[config.mk]
export PLATFORM = sky130hd
export DESIGN_NAME = term_encoder
export DESIGN_NICKNAME = d
export VERILOG_FILES = /design/src/rtl/term_encoder.sv
export SDC_FILE = /design/constraint.sdc
export NUM_CORES = 1
export LEC_CHECK = 0
export ABC_AREA = 1
export CORE_MARGIN = 8
export CORE_UTILIZATION = 60
export DETAILED_ROUTE_END_ITERATION = 8
export PLACE_DENSITY = 0.94
export SKIP_CTS_REPAIR_TIMING = 1
export SLEW_MARGIN = 20
export SYNTH_ARGS = -nofsm -noshare
export SYNTH_HDL_FRONTEND = slang
export SYNTH_SLANG_ARGS = --single-unit
[constraint.sdc]
create_clock -name clk -period 12 [get_ports clk]
set_input_delay 1.8 -clock clk [delete_from_list [all_inputs] [get_ports clk]]
set_output_delay 1.8 -clock clk [all_outputs]
set_load 0.005 [all_outputs]
[src/rtl/term_encoder.sv]
// term_encoder: converts N signed operands to non-adjacent form and streams at most
// one signed power-of-two term per lane per beat, lowest exponent first.

module term_encoder_chk #(
  parameter int N = 16
) (
  input logic         clk,
  input logic         rst,
  input logic         out_valid,
  input logic         out_ready,
  input logic [N-1:0] in_applied,
  input logic [3*N-1:0] t,
  input logic [N-1:0] s,
  input logic         out_last
);

  a_idle_quiet: assert property (@(posedge clk) disable iff (rst)
    !out_valid |-> (in_applied == {N{1'b0}}));

  a_sign_masked: assert property (@(posedge clk) disable iff (rst)
    (s & ~in_applied) == {N{1'b0}});

  a_stall_hold: assert property (@(posedge clk) disable iff (rst)
    (out_valid && !out_ready) |=> (out_valid && $stable({in_applied, t, s, out_last})));

endmodule

module term_encoder #(
  parameter int N = 16,
  parameter int W = 8
) (
  input  logic           clk,
  input  logic           rst,
  input  logic           in_valid,
  output logic           in_ready,
  input  logic [W*N-1:0] values,
  output logic           out_valid,
  input  logic           out_ready,
  output logic [N-1:0]   in_applied,
  output logic [3*N-1:0] t,
  output logic [N-1:0]   s,
  output logic           out_last
);

  localparam int RW = W + 1;
  localparam int SW = RW + 5;

  localparam logic [0:0] IDLE = 1'b0;
  localparam logic [0:0] EMIT = 1'b1;

  logic [0:0]     state_r;
  logic [0:0]     nxt_state_s;
  logic           out_valid_r;
  logic           out_last_r;
  logic [N-1:0]   applied_r;
  logic [N-1:0]   sign_r;
  logic [3*N-1:0] t_r;
  logic [RW-1:0]  res_r [N];

  logic           load_s;
  logic           adv_s;
  logic           cap_s;
  logic           clr_s;
  logic [SW-1:0]  step_s [N];
  logic [N-1:0]   nxt_applied_s;
  logic [N-1:0]   nxt_sign_s;
  logic [3*N-1:0] nxt_t_s;
  logic           nxt_last_s;

  // One NAF digit of r: {applied, sign, exponent[2:0], residual after the step}.
  // The term's sign follows the bit above the lowest set bit, which keeps digits non-adjacent.
  function automatic logic [SW-1:0] digit_step(input logic [RW-1:0] r);
    logic [3:0]    k;
    logic [RW:0]   rx;
    logic [RW-1:0] pw;
    logic          up;
    logic [SW-1:0] res;
    k = 4'd0;
    for (int i = RW - 1; i >= 0; i--) begin
      k = r[i] ? 4'(i) : k;
    end
    rx = {r[RW-1], r};
    up = rx[k + 4'd1];
    pw = {{(RW-1){1'b0}}, 1'b1} << k;
    if (r == {RW{1'b0}}) begin
      res = {SW{1'b0}};
    end else begin
      res = {1'b1, up, k[2:0], (up ? (r + pw) : (r - pw))};
    end
    return res;
  endfunction

  assign in_ready = (state_r == IDLE) || (out_valid_r && out_last_r && out_ready);
  assign load_s   = in_valid && in_ready;
  assign adv_s    = (state_r == EMIT) && out_ready;
  assign cap_s    = load_s || (adv_s && !out_last_r);
  assign clr_s    = adv_s && out_last_r && !load_s;

  // Per-lane digit step taken on the incoming operand at load, otherwise on the held residual.
  always_comb begin
    nxt_applied_s = {N{1'b0}};
    nxt_sign_s    = {N{1'b0}};
    nxt_t_s       = {(3*N){1'b0}};
    nxt_last_s    = 1'b1;
    for (int i = 0; i < N; i++) begin
      step_s[i] = digit_step(load_s ? {values[W*i+W-1], values[W*i +: W]} : res_r[i]);
      nxt_applied_s[i]    = step_s[i][SW-1];
      nxt_sign_s[i]       = step_s[i][SW-2];
      nxt_t_s[3*i +: 3]   = step_s[i][SW-3:RW];
      nxt_last_s          = nxt_last_s && (step_s[i][RW-1:0] == {RW{1'b0}});
    end
  end

  // Next-state selection; a load during the final beat keeps the encoder in EMIT.
  always_comb begin
    nxt_state_s = state_r;
    case (state_r)
      IDLE:    nxt_state_s = load_s ? EMIT : IDLE;
      EMIT:    nxt_state_s = (out_ready && out_last_r && !load_s) ? IDLE : EMIT;
      default: nxt_state_s = IDLE;
    endcase
  end

  // State, output beat and residual registers; everything holds while a beat is stalled.
  always_ff @(posedge clk) begin
    if (rst) begin
      state_r     <= IDLE;
      out_valid_r <= 1'b0;
      out_last_r  <= 1'b0;
      applied_r   <= {N{1'b0}};
      sign_r      <= {N{1'b0}};
      t_r         <= {(3*N){1'b0}};
      for (int i = 0; i < N; i++) begin
        res_r[i] <= {RW{1'b0}};
      end
    end else begin
      state_r     <= nxt_state_s;
      out_valid_r <= (nxt_state_s == EMIT);
      if (cap_s) begin
        applied_r  <= nxt_applied_s;
        sign_r     <= nxt_sign_s;
        t_r        <= nxt_t_s;
        out_last_r <= nxt_last_s;
        for (int i = 0; i < N; i++) begin
          res_r[i] <= step_s[i][RW-1:0];
        end
      end else if (clr_s) begin
        applied_r  <= {N{1'b0}};
        sign_r     <= {N{1'b0}};
        t_r        <= {(3*N){1'b0}};
        out_last_r <= 1'b0;
      end
    end
  end

  assign out_valid  = out_valid_r;
  assign out_last   = out_last_r;
  assign in_applied = applied_r;
  assign t          = t_r;
  assign s          = sign_r;

  term_encoder_chk #(.N(N)) u_chk (
    .clk        (clk),
    .rst        (rst),
    .out_valid  (out_valid_r),
    .out_ready  (out_ready),
    .in_applied (applied_r),
    .t          (t_r),
    .s          (sign_r),
    .out_last   (out_last_r)
  );

endmodule

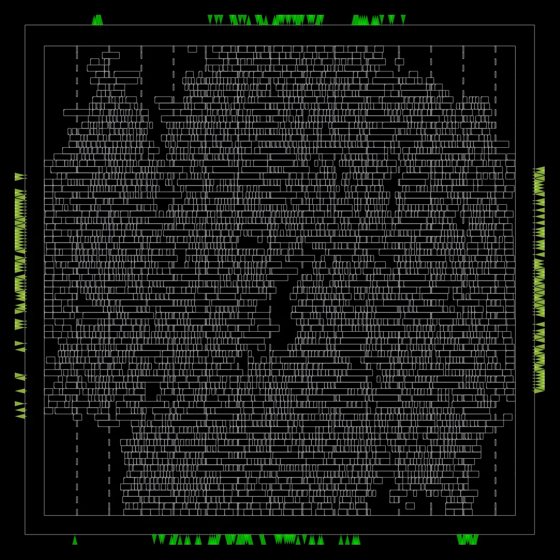
Fig. 1. Cell outlines without signal wires.
Finished Core Util: 0.6914
Tapcell Cnt: 532
fill cell total of the finished layout: 3322
Seq/total area: 0.2123

==> reports/summary.txt <==
via count -> 24830
antenna-violating nets left -> 0
max-slew violation count -> 0
total number of placement rows -> 74
outcome -> finished, final reports clean
critical path class -> in -> reg
Synth top area share -> 0.1759
cell with the most instances on the worst path -> nand2_1
OpenROAD warning count -> 92
post-synth top area cell -> edfxtp_1
kind of start point of the critical path -> input pin
vertical extent of the die -> 218.4 um
number of vias per cell -> 5.524
#FFs+latches synth -> 226
number of cells in the finished layout apart from fillers -> 4494
dominant logic cell types in the final layout -> 968 x nand2_1, 679 x inv_1, 363 x nand3_1, 342 x nor2_1, 242 x ha_1
wire length of the first global-routing pass -> 114700 um
Synth-to-Final Area Change -> 14.30%
number of global-route vias before repair -> 23390
number of hold violations in the final report -> 0
HPWL Detailed -> 53880 um
post-synthesis average cell area -> 6.560 sq um
library cell with the highest instance count after synthesis -> nand2_1
global-route total usage across every layer -> 0.2904
FFs w/ async S/R, synth -> 0
area of the core -> 40650 sq um
count of placed standard cells including taps -> 4442
total clock sinks -> 226
die width -> 218.4 um
arrival time at the worst endpoint -> 9.04 ns
IO buf count -> 214
clock root buffer -> clkbuf_16
post-route clock skew -> 0.02342 ns
max-cap violations -> 0
cell count after synthesis -> 3748
Starting Density -> 0.6049
minimum hold slack -> 0.4699 ns
total congestion overflow -> 0
RSZ-0062 raised after global routing -> no
GPL Wtd Cong -> 0.9946
largest net degree at the start of global routing -> 91
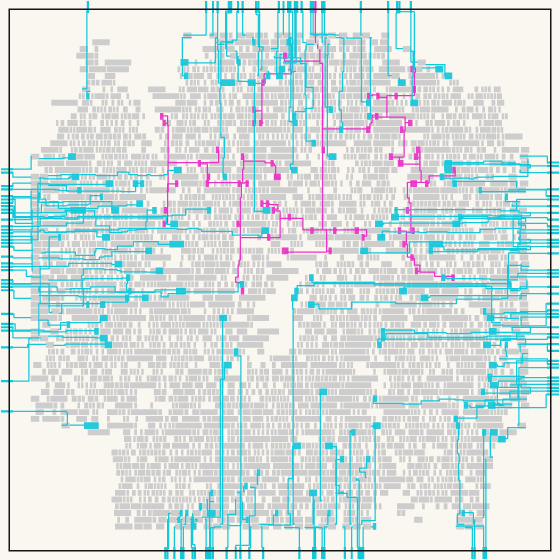
Fig. 2. Port wiring.
[rst] magenta | bits: 1 | direction: input | edge: top | end cells: 58 | buffers: 2 | wire: 691 um
[values] cyan | bits: 128 | direction: input | edge: 39 right, 33 left, 30 bottom, 26 top | end cells: 134 | buffers: 128 | wire: 6440 um

per-stage QoR:
stage | worst slack (ns) | cell area (sq um)
after floorplan | 5.705 | 24590
after global placement | 3.289 | 27080
after detailed placement | 3.104 | 27080
after CTS | 3.683 | 28100
after global routing | 2.906 | 28100
final | 3.486 | 28100
worst max-delay path, delay by kind of cell:
kind | cells | cell delay [ns]
simple gates | 21 | 3.19
xor+xnor | 2 | 0.27
compound gates | 7 | 1.35
buf+inv | 5 | 1.39
fa+ha+maj | 3 | 0.93
flip-flops by register name, summed over array words and instances, names as in the netlist:
register and count:
t 48, res_r 144, out_last 1, in_applied 16, s 16, out_valid 1
worst paths after layout:
kind | slack, ns | start | endpoint | depth (start not counted)
setup / recovery | 3.49 | out_ready | out_last | 38
setup reg to reg | 4.71 | out_last | out_last | 37
hold / removal | 0.47 | in_applied[4] | in_applied[4] | 2
hold reg to reg | 0.47 | in_applied[4] | in_applied[4] | 2
per-layer routing:
metal,part of all wire,up-vias,global-route usage
met3,0.094,204,0.04217
met5,0,-,0
met4,0.045,0,0.1229
li1,-,12280,-
met1,0.41,11150,0.3681
met2,0.45,1195,0.4888
logic make-up after synthesis:
kind of cell / count (synthesis) / synth area share
buffers and inverters: 787 / 0.1274
AND-OR/OR-AND: 403 / 0.09638
AND/OR/NAND/NOR: 1940 / 0.3497
XOR/XNOR: 134 / 0.04773
adder cells (fa/ha/maj): 258 / 0.1362
flip-flops: 226 / 0.2426
final cells by class:
cell class              count  area (sq um)
clock buffers              28         700.7
clock inverters            24         321.6
fillers                  3322         12540
inverters                 725          2725
multi-input cells        2735         15510
flip-flops and latches    226          5966
well taps                 532         665.6
repair buffers            224          2212
